Fig. 1: gate families picked out
(4 px per µm)
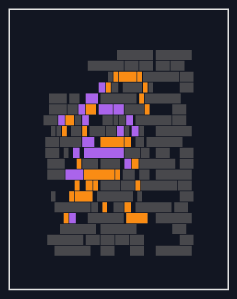
Fig. 2: the clock network
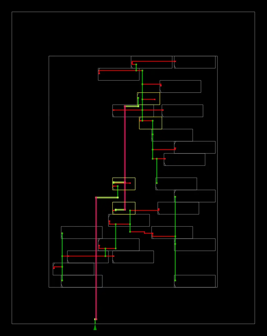
Fig. 3: supply network
(6 px per µm) Pins as bars on the die edge.
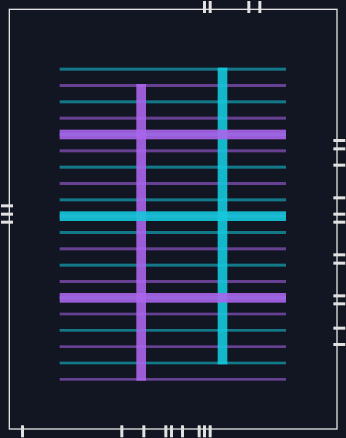
--- config.mk ---
export PLATFORM = sky130hd
export DESIGN_NAME = mc_maindec
export DESIGN_NICKNAME = d
export VERILOG_FILES = /design/src/rtl/mc_maindec.sv
export SDC_FILE = /design/constraint.sdc
export NUM_CORES = 1
export LEC_CHECK = 0
export CAP_MARGIN = 20
export CORE_ASPECT_RATIO = 1.4
export CORE_MARGIN = 8
export CORE_UTILIZATION = 53
export CTS_BUF_LIST = sky130_fd_sc_hd__clkbuf_8
export DETAILED_ROUTE_END_ITERATION = 10
export PLACE_DENSITY = 0.86
export SYNTH_ARGS = -nofsm -noshare
export SYNTH_HDL_FRONTEND = slang
export SYNTH_SLANG_ARGS = --single-unit
--- constraint.sdc ---
create_clock -name clk -period 2.9 [get_ports clk]
set_input_delay 0.58 -clock clk [delete_from_list [all_inputs] [get_ports clk]]
set_output_delay 0.58 -clock clk [all_outputs]
set_load 0.01 [all_outputs]
--- src/rtl/mc_maindec.sv ---
// Multicycle main controller (Moore FSM) for the 16-bit RISC CPU.
// Optional memory-wait handshake with timeout is enabled by defining MC_MAINDEC_WAIT_EN.
module mc_maindec #(
  parameter int OPW      = 3,
  parameter int WAIT_MAX = 15
) (
  input  logic           clk,
  input  logic           reset,
  input  logic [OPW-1:0] op,
  input  logic           mem_ready,
  output logic           pcwrite,
  output logic           branch,
  output logic           irwrite,
  output logic           memwrite,
  output logic           regwrite,
  output logic           iord,
  output logic           alusrca,
  output logic [1:0]     alusrcb,
  output logic [1:0]     aluop,
  output logic [1:0]     pcsrc,
  output logic           memtoreg,
  output logic           regdst,
  output logic           link,
  output logic           instr_done,
  output logic           illegal_op,
  output logic [3:0]     state
);

  typedef enum logic [3:0] {
    FETCH   = 4'd0,
    DECODE  = 4'd1,
    MEMADR  = 4'd2,
    MEMRD   = 4'd3,
    MEMWB   = 4'd4,
    MEMWR   = 4'd5,
    EXEC    = 4'd6,
    ALUWB   = 4'd7,
    IMMEX   = 4'd8,
    IMMWB   = 4'd9,
    BRANCH  = 4'd10,
    JUMP    = 4'd11,
    JALWB   = 4'd12,
    ILLEGAL = 4'd13
  } state_t;

  typedef struct packed {
    logic       pcwrite;
    logic       branch;
    logic       irwrite;
    logic       memwrite;
    logic       regwrite;
    logic       iord;
    logic       alusrca;
    logic [1:0] alusrcb;
    logic [1:0] aluop;
    logic [1:0] pcsrc;
    logic       memtoreg;
    logic       regdst;
    logic       link;
    logic       instr_done;
    logic       illegal_op;
  } ctrl_t;

  localparam logic [OPW-1:0] OP_RTYPE = OPW'(0);
  localparam logic [OPW-1:0] OP_LW    = OPW'(1);
  localparam logic [OPW-1:0] OP_SW    = OPW'(2);
  localparam logic [OPW-1:0] OP_ADDI  = OPW'(3);
  localparam logic [OPW-1:0] OP_SUBI  = OPW'(4);
  localparam logic [OPW-1:0] OP_BEQ   = OPW'(5);
  localparam logic [OPW-1:0] OP_J     = OPW'(6);
  localparam logic [OPW-1:0] OP_JAL   = OPW'(7);

  state_t state_reg, state_next;
  ctrl_t  ctrl_reg, ctrl_next;
  // Low from reset until the first rising edge: that edge enters FETCH with its strobes.
  logic   run_reg;
  logic   hold;
  logic   timeout;

`ifdef MC_MAINDEC_WAIT_EN
  logic [7:0] wait_cnt_reg, wait_cnt_next;

  always_comb begin
    hold    = run_reg && (state_reg inside {FETCH, MEMRD, MEMWR}) && !mem_ready;
    timeout = hold && (({1'b0, wait_cnt_reg} + 9'd1) >= 9'(WAIT_MAX));
  end

  always_comb begin
    wait_cnt_next = wait_cnt_reg;
    if (!run_reg || (state_next != state_reg)) begin
      wait_cnt_next = 8'd0;
    end else if (hold) begin
      wait_cnt_next = wait_cnt_reg + 8'd1;
    end
  end
`else
  logic unused_cfg;
  assign hold       = 1'b0;
  assign timeout    = 1'b0;
  assign unused_cfg = ^{mem_ready, 8'(WAIT_MAX)};
`endif

  always_comb begin
    state_next = state_reg;
    if (!run_reg) begin
      state_next = FETCH;
    end else if (timeout) begin
      state_next = ILLEGAL;
    end else if (!hold) begin
      case (state_reg)
        FETCH:  state_next = DECODE;
        DECODE: begin
          case (op)
            OP_LW, OP_SW:     state_next = MEMADR;
            OP_RTYPE:         state_next = EXEC;
            OP_ADDI, OP_SUBI: state_next = IMMEX;
            OP_BEQ:           state_next = BRANCH;
            OP_J:             state_next = JUMP;
            OP_JAL:           state_next = JALWB;
            default:          state_next = ILLEGAL;
          endcase
        end
        MEMADR:  state_next = (op == OP_LW) ? MEMRD : MEMWR;
        MEMRD:   state_next = MEMWB;
        EXEC:    state_next = ALUWB;
        IMMEX:   state_next = IMMWB;
        default: state_next = FETCH;
      endcase
    end
  end

  // Outputs are decoded from the state being entered so they register alongside it.
  always_comb begin
    ctrl_next = '0;
    case (state_next)
      FETCH: begin
        ctrl_next.irwrite = 1'b1;
        ctrl_next.pcwrite = 1'b1;
        ctrl_next.alusrcb = 2'b01;
      end
      DECODE: ctrl_next.alusrcb = 2'b11;
      MEMADR: begin
        ctrl_next.alusrca = 1'b1;
        ctrl_next.alusrcb = 2'b10;
      end
      MEMRD: ctrl_next.iord = 1'b1;
      MEMWB: begin
        ctrl_next.memtoreg   = 1'b1;
        ctrl_next.regwrite   = 1'b1;
        ctrl_next.instr_done = 1'b1;
      end
      MEMWR: begin
        ctrl_next.iord       = 1'b1;
        ctrl_next.memwrite   = 1'b1;
        ctrl_next.instr_done = 1'b1;
      end
      EXEC: begin
        ctrl_next.alusrca = 1'b1;
        ctrl_next.aluop   = 2'b10;
      end
      ALUWB: begin
        ctrl_next.regdst     = 1'b1;
        ctrl_next.regwrite   = 1'b1;
        ctrl_next.instr_done = 1'b1;
      end
      IMMEX: begin
        ctrl_next.alusrca = 1'b1;
        ctrl_next.alusrcb = 2'b10;
        ctrl_next.aluop   = (op == OP_SUBI) ? 2'b01 : 2'b00;
      end
      IMMWB: begin
        ctrl_next.regwrite   = 1'b1;
        ctrl_next.instr_done = 1'b1;
      end
      BRANCH: begin
        ctrl_next.alusrca    = 1'b1;
        ctrl_next.aluop      = 2'b01;
        ctrl_next.pcsrc      = 2'b01;
        ctrl_next.branch     = 1'b1;
        ctrl_next.instr_done = 1'b1;
      end
      JUMP: begin
        ctrl_next.pcsrc      = 2'b10;
        ctrl_next.pcwrite    = 1'b1;
        ctrl_next.instr_done = 1'b1;
      end
      JALWB: begin
        ctrl_next.pcsrc      = 2'b10;
        ctrl_next.pcwrite    = 1'b1;
        ctrl_next.regwrite   = 1'b1;
        ctrl_next.link       = 1'b1;
        ctrl_next.instr_done = 1'b1;
      end
      ILLEGAL: ctrl_next.illegal_op = 1'b1;
      default: ctrl_next = '0;
    endcase
  end

  always_ff @(posedge clk or negedge reset) begin
    if (!reset) begin
      state_reg    <= FETCH;
      ctrl_reg     <= '0;
      run_reg      <= 1'b0;
`ifdef MC_MAINDEC_WAIT_EN
      wait_cnt_reg <= 8'd0;
`endif
    end else begin
      state_reg    <= state_next;
      ctrl_reg     <= ctrl_next;
      run_reg      <= 1'b1;
`ifdef MC_MAINDEC_WAIT_EN
      wait_cnt_reg <= wait_cnt_next;
`endif
    end
  end

  assign pcwrite    = ctrl_reg.pcwrite;
  assign branch     = ctrl_reg.branch;
  assign irwrite    = ctrl_reg.irwrite;
  assign memwrite   = ctrl_reg.memwrite;
  assign regwrite   = ctrl_reg.regwrite;
  assign iord       = ctrl_reg.iord;
  assign alusrca    = ctrl_reg.alusrca;
  assign alusrcb    = ctrl_reg.alusrcb;
  assign aluop      = ctrl_reg.aluop;
  assign pcsrc      = ctrl_reg.pcsrc;
  assign memtoreg   = ctrl_reg.memtoreg;
  assign regdst     = ctrl_reg.regdst;
  assign link       = ctrl_reg.link;
  assign instr_done = ctrl_reg.instr_done;
  assign illegal_op = ctrl_reg.illegal_op;
  assign state      = state_reg;

endmodule
==> results.json <==
{
  "final.min_clock_period_ns": 2.43,
  "p_int_mw": 0.608,
  "routabilityCongestion": 0.878,
  "drt-pass1-iter-count": 4,
  "synthArstFlopShare": 1.00,
  "seqPwrFrac": 0.412,
  "outcome": "finished clean",
  "cp.arrival_ns": 2.63,
  "area_growth_pct": 29.9,
  "ant_nets": 0,
  "postCtsResizedCells": 0,
  "final_cell_mix": "clkdlybuf4s50_1, dfrtp_1, nor2_1, a21oi_1, nand2_1",
  "cp_cell_sequence": "clkdlybuf4s50_1 -> inv_1 -> ha_1 -> nor2b_1 -> o21ai_1 -> o21a_1 -> nand2_1 -> a21oi_1 -> and2_1",
  "yosys_area_mm2": 0.00109,
  "clkPwrFrac": 0.233,
  "cts_sinks": 22,
  "cts_tree": "built",
  "yosysSeqAreaShare": 0.504,
  "synthMuxAreaShare": 0.0241,
  "edf_count": 0,
  "coreArea_mm2": 0.00195,
  "syn-instance-count": 100,
  "dp_hpwl_um": 1690,
  "viasPerCell": 5.68,
  "wire_per_inst_um": 14.8
}
Back to the opening pictures, Fig. 1:
Key: orange = nor cells [cells 27]; purple = aoi and oai cells [cells 16, where center]

Back to the opening pictures, Fig. 2:
Clk power: 0.214 mW
clkbuf count: 4
Late-Pin Clk Latency: 0.26 ns
clock skew after layout: 0.000999 ns

Back to the opening pictures, Fig. 3:
Key: cyan = VDD; purple = VSS
20 met1 rails follow the rows. 3 straps on met5. 2 straps on met4.

-- power groups by stage --
stage	registers (mW)	clock network, mW	logic [mW]
after floorplan	0.381	0	0.206
after global placement	0.382	0	0.318
after detailed placement	0.385	0	0.324
after CTS	0.378	0.217	0.329
after global routing	0.384	0.228	0.358
final	0.378	0.214	0.327
-- area by class of cell --
type,instances,share of cell area
Tap cell,21,0.0185
Clock buffer,4,0.0388
Timing Repair Buffer,28,0.194
Multi-Input combinational cell,71,0.355
Sequential cell,22,0.388
Inverter,2,0.00529
-- worst register-to-register path: cells and delay by family, from the launching register on --
kind,cells,cell delay (ns)
simple gates,2,0.38
compound gates,2,0.53
mux,1,0.34
flops,1,0.57
Power figures rest on the tool's default switching activity, not on a simulated workload.
